File: src/rtl/blk_9a2448.sv
// blk_9a2448 -- video DRAM data selector and control latches.
//
// Purpose:
//   Builds the registered DRAM write word DX. Each plane comes either from the
//   CPU bus (sliced so plane p takes CPU slice p mod (DW/PW)) or from the
//   pixel bus. A fill engine can replace DX with a captured CPU pattern for a
//   programmed number of cycles. Two edge-triggered latches hold the halftone
//   enables and the layer priority, enable and bank-select bits.
//
// Ports:
//   CLK          in   system clock, all state on the rising edge
//   RST          in   synchronous active-high reset
//   HFEN         in   halftone latch write strobe (loads on its rising edge)
//   I_II_EN_PRI  in   control latch write strobe (loads on its rising edge)
//   EXCT         in   data select: 0 = CPU data, 1 = pixel data
//   DB           in   CPU data bus [DW]
//   DP           in   pixel data, plane p at [p*PW +: PW]
//   FILL_START   in   single-cycle fill request
//   FILL_COUNT   in   fill length in cycles [CW]
//   DX           out  registered DRAM write data, packed like DP
//   HF_AL        out  active-low halftone enables, bit 3*l+c (c: 0=B 1=G 2=R)
//   PRI_AL       out  active-low layer priority [LAYERS]
//   EN           out  layer enable [LAYERS]
//   SEL_I_II_AL  out  active-low bank select [LAYERS]
//   FILL_BUSY    out  high while the fill pattern drives DX
module blk_9a2448 #(
  parameter int PLANES = 4,
  parameter int PW     = 4,
  parameter int DW     = 8,
  parameter int LAYERS = 2,
  parameter int CW     = 8
) (
  input  logic                   CLK,
  input  logic                   RST,
  input  logic                   HFEN,
  input  logic                   I_II_EN_PRI,
  input  logic                   EXCT,
  input  logic [DW-1:0]          DB,
  input  logic [PLANES*PW-1:0]   DP,
  input  logic                   FILL_START,
  input  logic [CW-1:0]          FILL_COUNT,
  output logic [PLANES*PW-1:0]   DX,
  output logic [3*LAYERS-1:0]    HF_AL,
  output logic [LAYERS-1:0]      PRI_AL,
  output logic [LAYERS-1:0]      EN,
  output logic [LAYERS-1:0]      SEL_I_II_AL,
  output logic                   FILL_BUSY
);

  localparam int SLICES = DW / PW;

  localparam logic [0:0] IDLE = 1'b0;
  localparam logic [0:0] FILL = 1'b1;

  logic [0:0]           state_reg;
  logic [CW-1:0]        cnt_reg;
  logic [DW-1:0]        pat_reg;
  logic [PLANES*PW-1:0] dx_reg;
  logic                 busy_reg;
  logic [3*LAYERS-1:0]  hf_al_reg;
  logic [LAYERS-1:0]    pri_al_reg;
  logic [LAYERS-1:0]    en_reg;
  logic [LAYERS-1:0]    sel_al_reg;
  logic                 hfen_prev_reg;
  logic                 ctl_prev_reg;

  logic [PLANES*PW-1:0] cpu_planes;
  logic [PLANES*PW-1:0] pat_planes;
  logic [PLANES*PW-1:0] normal_sel;
  logic                 hf_load;
  logic                 ctl_load;
  logic                 fill_go;

  // Replicate the CPU bus (and the captured fill pattern) across planes:
  // plane p takes slice p mod SLICES.
  for (genvar gi = 0; gi < PLANES; gi++) begin : g_slice
    localparam int K = gi % SLICES;
    assign cpu_planes[gi*PW +: PW] = DB[K*PW +: PW];
    assign pat_planes[gi*PW +: PW] = pat_reg[K*PW +: PW];
  end

  assign normal_sel = EXCT ? DP : cpu_planes;

  // Load only on a 0->1 transition of each strobe; the prev flops come out of
  // reset high so a strobe already high at reset release does not load.
  assign hf_load  = HFEN & ~hfen_prev_reg;
  assign ctl_load = I_II_EN_PRI & ~ctl_prev_reg;

  // A zero-length fill request is treated as no request at all.
  assign fill_go  = FILL_START && (FILL_COUNT != '0);

  always_ff @(posedge CLK) begin
    if (RST) begin
      state_reg     <= IDLE;
      cnt_reg       <= '0;
      pat_reg       <= '0;
      dx_reg        <= '0;
      busy_reg      <= 1'b0;
      hf_al_reg     <= '1;
      pri_al_reg    <= '1;
      en_reg        <= '0;
      sel_al_reg    <= '1;
      hfen_prev_reg <= 1'b1;
      ctl_prev_reg  <= 1'b1;
    end else begin
      hfen_prev_reg <= HFEN;
      ctl_prev_reg  <= I_II_EN_PRI;

      // Control latches run independently of the fill engine.
      if (hf_load) begin
        hf_al_reg <= DB[3*LAYERS-1:0];
      end
      if (ctl_load) begin
        pri_al_reg <= DB[LAYERS-1:0];
        en_reg     <= DB[2*LAYERS-1:LAYERS];
        sel_al_reg <= DB[3*LAYERS-1:2*LAYERS];
      end

      if (state_reg == IDLE) begin
        if (fill_go) begin
          // The pattern is taken straight off the bus this cycle so DX shows
          // it on the very next edge.
          pat_reg   <= DB;
          cnt_reg   <= FILL_COUNT;
          dx_reg    <= cpu_planes;
          busy_reg  <= 1'b1;
          state_reg <= FILL;
        end else begin
          dx_reg <= normal_sel;
        end
      end else begin
        // FILL_START is deliberately not looked at here.
        if (cnt_reg == CW'(1)) begin
          cnt_reg   <= '0;
          busy_reg  <= 1'b0;
          dx_reg    <= normal_sel;
          state_reg <= IDLE;
        end else begin
          cnt_reg <= cnt_reg - CW'(1);
          dx_reg  <= pat_planes;
        end
      end
    end
  end

  assign DX          = dx_reg;
  assign HF_AL       = hf_al_reg;
  assign PRI_AL      = pri_al_reg;
  assign EN          = en_reg;
  assign SEL_I_II_AL = sel_al_reg;
  assign FILL_BUSY   = busy_reg;

endmodule

File: config.mk
export PLATFORM = sky130hd
export DESIGN_NAME = blk_9a2448
export DESIGN_NICKNAME = d
export VERILOG_FILES = /design/src/rtl/blk_9a2448.sv
export SDC_FILE = /design/constraint.sdc
export NUM_CORES = 1
export LEC_CHECK = 0
export ABC_AREA = 0
export CORE_UTILIZATION = 46
export DETAILED_ROUTE_END_ITERATION = 12
export GPL_ROUTABILITY_DRIVEN = 0
export PLACE_DENSITY = 0.79
export SLEW_MARGIN = 10
export SYNTH_ARGS = -nofsm -noshare
export SYNTH_HDL_FRONTEND = slang
export SYNTH_SLANG_ARGS = --single-unit
export TNS_END_PERCENT = 5
File: constraint.sdc
create_clock -name CLK -period 2 [get_ports CLK]
set_input_delay 0.4 -clock CLK [delete_from_list [all_inputs] [get_ports CLK]]
set_output_delay 0.4 -clock CLK [all_outputs]
set_load 0.02 [all_outputs]
==> run summary <==
Notes on the physical design

The number of sequential storage elements is 48. The flow ran to the end, and the final reports show no timing, DRC or antenna violations. The number of global-route vias before repair is 1,971. The clock tree skew after final layout is 0.00427 ns. The main area contributors are sky130_fd_sc_hd__dfxtp_1, sky130_fd_sc_hd__a21oi_1, sky130_fd_sc_hd__mux2i_1, sky130_fd_sc_hd__nor2b_1, sky130_fd_sc_hd__or3_1. The net count of the finished layout is 372.

The TritonCTS clock tree is done. The final worst setup slack is 0.0161 ns. The number of cells in the yosys synthesis report is 242. The capture point of the worst register-to-register path is recorded as DX[1].

The sequential area share after synthesis is 44.8%. The combinational logic power is 636 uW. The global routing met1 resource utilization is 32.5%. The number of buffers on the longest clock path is 2. The OpenROAD report gives the critical path a data arrival time of 2.21 ns. The final cycle utilization of the critical path is 99.2%. Looking at the post-CTS report, the setup buffer insertion count equals 1. The sequential cells in the finished layout cover a total of 961 um^2. The critical path is of the in -> reg type. At the placement stage, the worst setup path has a slack of -0.364 ns. The top cell type in the final layout, fill and taps aside, is sky130_fd_sc_hd__clkdlybuf4s50_1. The post-synthesis average cell area is 8.86 um^2. The flow measured a signed area growth from synthesis to layout of 51.7%. Total power for the finished layout comes to 2.41 mW. The vertical die dimension reported for this design is 70.3 um. The routed wirelength on the met1 layer is recorded as 2600 um. The detailed router reports a met2 wire length of 3040 um. The number of tap cells added at floorplan is 52. The first-pass iteration count of the detailed router is 4. The CTS clock-pin slew for the worst setup and hold paths is 0.09 ns. The highest metal layer with signal wires is met4. The normalized max-slew margin is 68.9%. The aoi/oai-family share of the synthesized area is 21.6%.

The register with the most flip-flops in the layout has 16 of them. The required time of the critical path is 2.23 ns. In the final layout, clock buffers and inverters account for 3.31% of the cell area. The post-synthesis cell type with the largest combined area is sky130_fd_sc_hd__dfxtp_1. In the synthesis report, Yosys lists the chip area as 2140 um^2. The post-synthesis cell type count is 36. The largest non-sequential cell family by area is simple AND/OR/NAND/NOR gates. The total length of routed wires is 6050 um. Entering global routing, the biggest net connects 46 pins. The group drawing the most power is sequential cells.

For reference, the final report shows the max-slew violation count at 0. Per the post-synthesis report, the number of cells in the design is 242. For the worst flop-to-flop path, the logic depth is 7.

The endpoint of the worst hold-timing path is cnt_reg[3]. The share of synthesized cell area in full adder, half adder and majority cells is 1.17%. The worst-case hold slack is 0.450 ns. Yosys printed 0 warnings. The number of antenna violations at the first check in global routing is 0. The clock network latency to the later pin of the worst-skew pair is 0.30 ns. The routed via count divided by cell count is 5.58. Per the OpenROAD power report, leakage power amounts to 1.29 nW. The placement-stage cell area is 3030 um^2. Per the OpenROAD timing report, the critical path contains 5 cells. After clock tree synthesis, the repair step resized 3 gates. The capture point of the critical path was reported as DX[1]. Ranked by total area, the top cell class in this layout is logic gates. Net switching is 28.2% of the power.

The post-layout minimum cycle time is 1.98 ns. The internal power of the cells totals 1.73 mW. The cell area after synthesis is 2140 um^2. The final count of hold timing violations is 0. The switching power total is 680 uW. The largest delay contributor family on the critical path is simple AND/OR/NAND/NOR gates. The upper clock frequency limit is 504 MHz. From the final report, the count of setup violators was given as 0. The routing usage on met3 is 5.19%. Global routing consumed, on the met2 layer, 40.4% of the routing resources. The number of clock sinks is 48. STA classifies the critical path endpoint as a flop.

Detailed routing placed a total of 318 um of wire on met3. The wire length of the first global-routing pass is 9630 um. The detailed placer reported the number of placed instances as 373. The count of inverters not on the clock network in the layout is 5. The max-cap check violation count is 0. The number of design-rule violations left by the first detailed-router iteration is 173. The hold path depth is 4. The post-synthesis share of cell area spent on and, or, nand and nor gates is 23.5%. The hold buffer count at cts is 0. The launch instance of the worst min-delay path is FILL_COUNT[3]. The cell type of the slowest stage on the worst timing path is sky130_fd_sc_hd__or4_4. Clock tree synthesis inserted a total of 5 buffers. The estimated wirelength of the detail-placed design is 4030 um. The average wire per cell in the routed design is 15.7 um. In this run the horizontal extent of the chip is 70.3 um. The buffers plus inverters on the worst setup path is 1. The total congestion overflow is 0. Summing over every cut layer, the via total after detailed routing is 2,148. VDD sags by at most 0.406 mV.

The die covers 4940 um^2. The biggest fanout along the worst timing path is 7. The area of combinational cells with multiple inputs is 1180 um^2. Looking at the global route congestion table, the highest-usage layer is met2. sky130_fd_sc_hd__dfxtp_1 is the most common cell in the netlist.

The starting density of the core is 48.6%. Checking hold timing, the worst path is listed with class in -> reg. The clock-net power is 694 uW.

177 cells are multi-input combinational gates. The proportion of layout cells with a drive suffix above 1 is 17.4%. Per report_power, the sequential group accounts for 44.9% of the total. The xor and xnor area share after synthesis is 0%.

The logic gate fraction of the total cell area is 36.4%. The non-clock buffer instance count of the final layout is 95. The count of buffers from port buffering is 66. The transition time recorded at the tightest slew-check pin is 0.467 ns. Across all register-to-register paths, the minimum setup slack is 0.10 ns. The startpoint of the worst-slack reg-to-reg timing path is cnt_reg[1]. The launch point of the critical path was reported as FILL_COUNT[2]. The antenna diode instance count is 0. The top cell type by area accounts for 44.8% of the synthesized area. After detailed routing, the number of remaining DRC violations is 0.

The largest single stage delay on the critical path is 0.50 ns. During I/O placement, the number of pins put on the boundary was 67. Adding up every negative setup slack in the final design gives 0 ns.

Leaving out fill and tap cells, the most frequent cells in the layout are sky130_fd_sc_hd__clkdlybuf4s50_1, sky130_fd_sc_hd__dfxtp_1, sky130_fd_sc_hd__a21oi_1. Of all the cell area in the finished design, non-clock buffers hold 28.1%. In the finished layout, the clock tree contains a buffer count of 6. The post-synthesis async set-or-reset flop share is 0%. The count of warning messages emitted by the tools is 27. The global-route usage over all layers is 25.1%. In this run, synthesis produced a sequential element count of 48.
**Signal wires on met1**

Supply wires on this layer in gray.
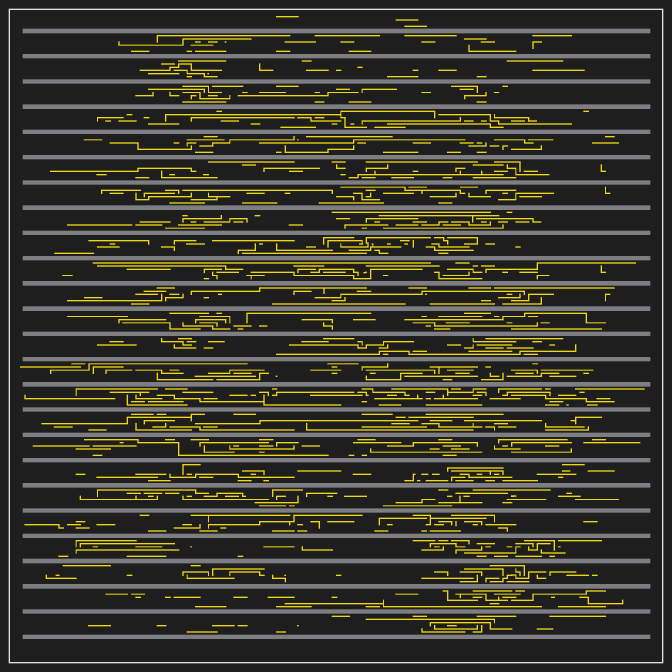
wire length on this layer: 2,600 um
nets with wire on the layer: 333

**Signal metal coverage by tile**

The die is cut into 14 by 14 equal tiles; black is low, pale yellow is high, scaled to the fullest tile. Values are wire area over tile area, all layers added.
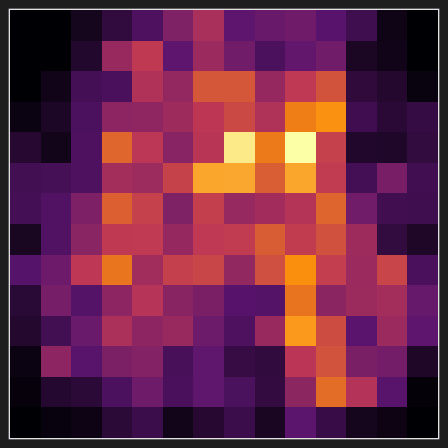
nearly empty tiles: 5.6%
mean over tiles: 0.19
emptiest ninth of the die: north-west

**Cell outlines without signal wires**

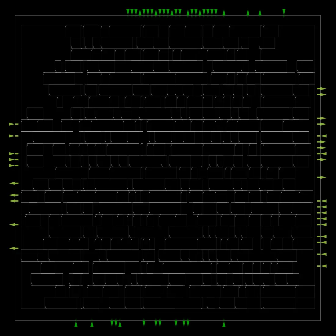
fin util: 73.7%
Core Area: 4410 um^2
number of standard cells in the final layout excluding fillers: 385
sequential portion of the cell area: 29.5%
fill cell count: 321

**Cells colored by class**

The bar under the picture is 20 um long. Fill, decap, tap and diode cells in gray.
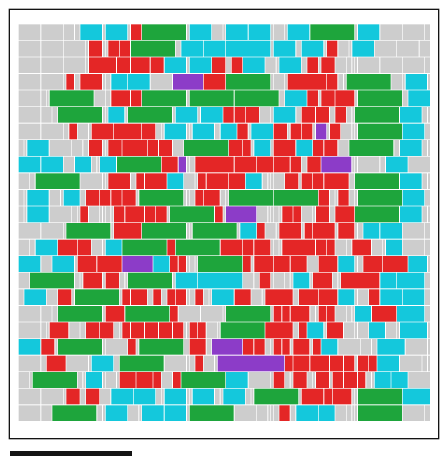
| color | class | cells | share of their area |
|---|---|---|---|
| red | all other logic | 182 | 38% |
| purple | clock drivers and dummy loads | 8 | 3.4% |
| green | flip-flops | 48 | 30% |
| cyan | other buffers and delay cells | 95 | 29% |
post-layout instance area: 3250 um^2
Core Rows: 24

Power is estimated from default activity; no workload was simulated.
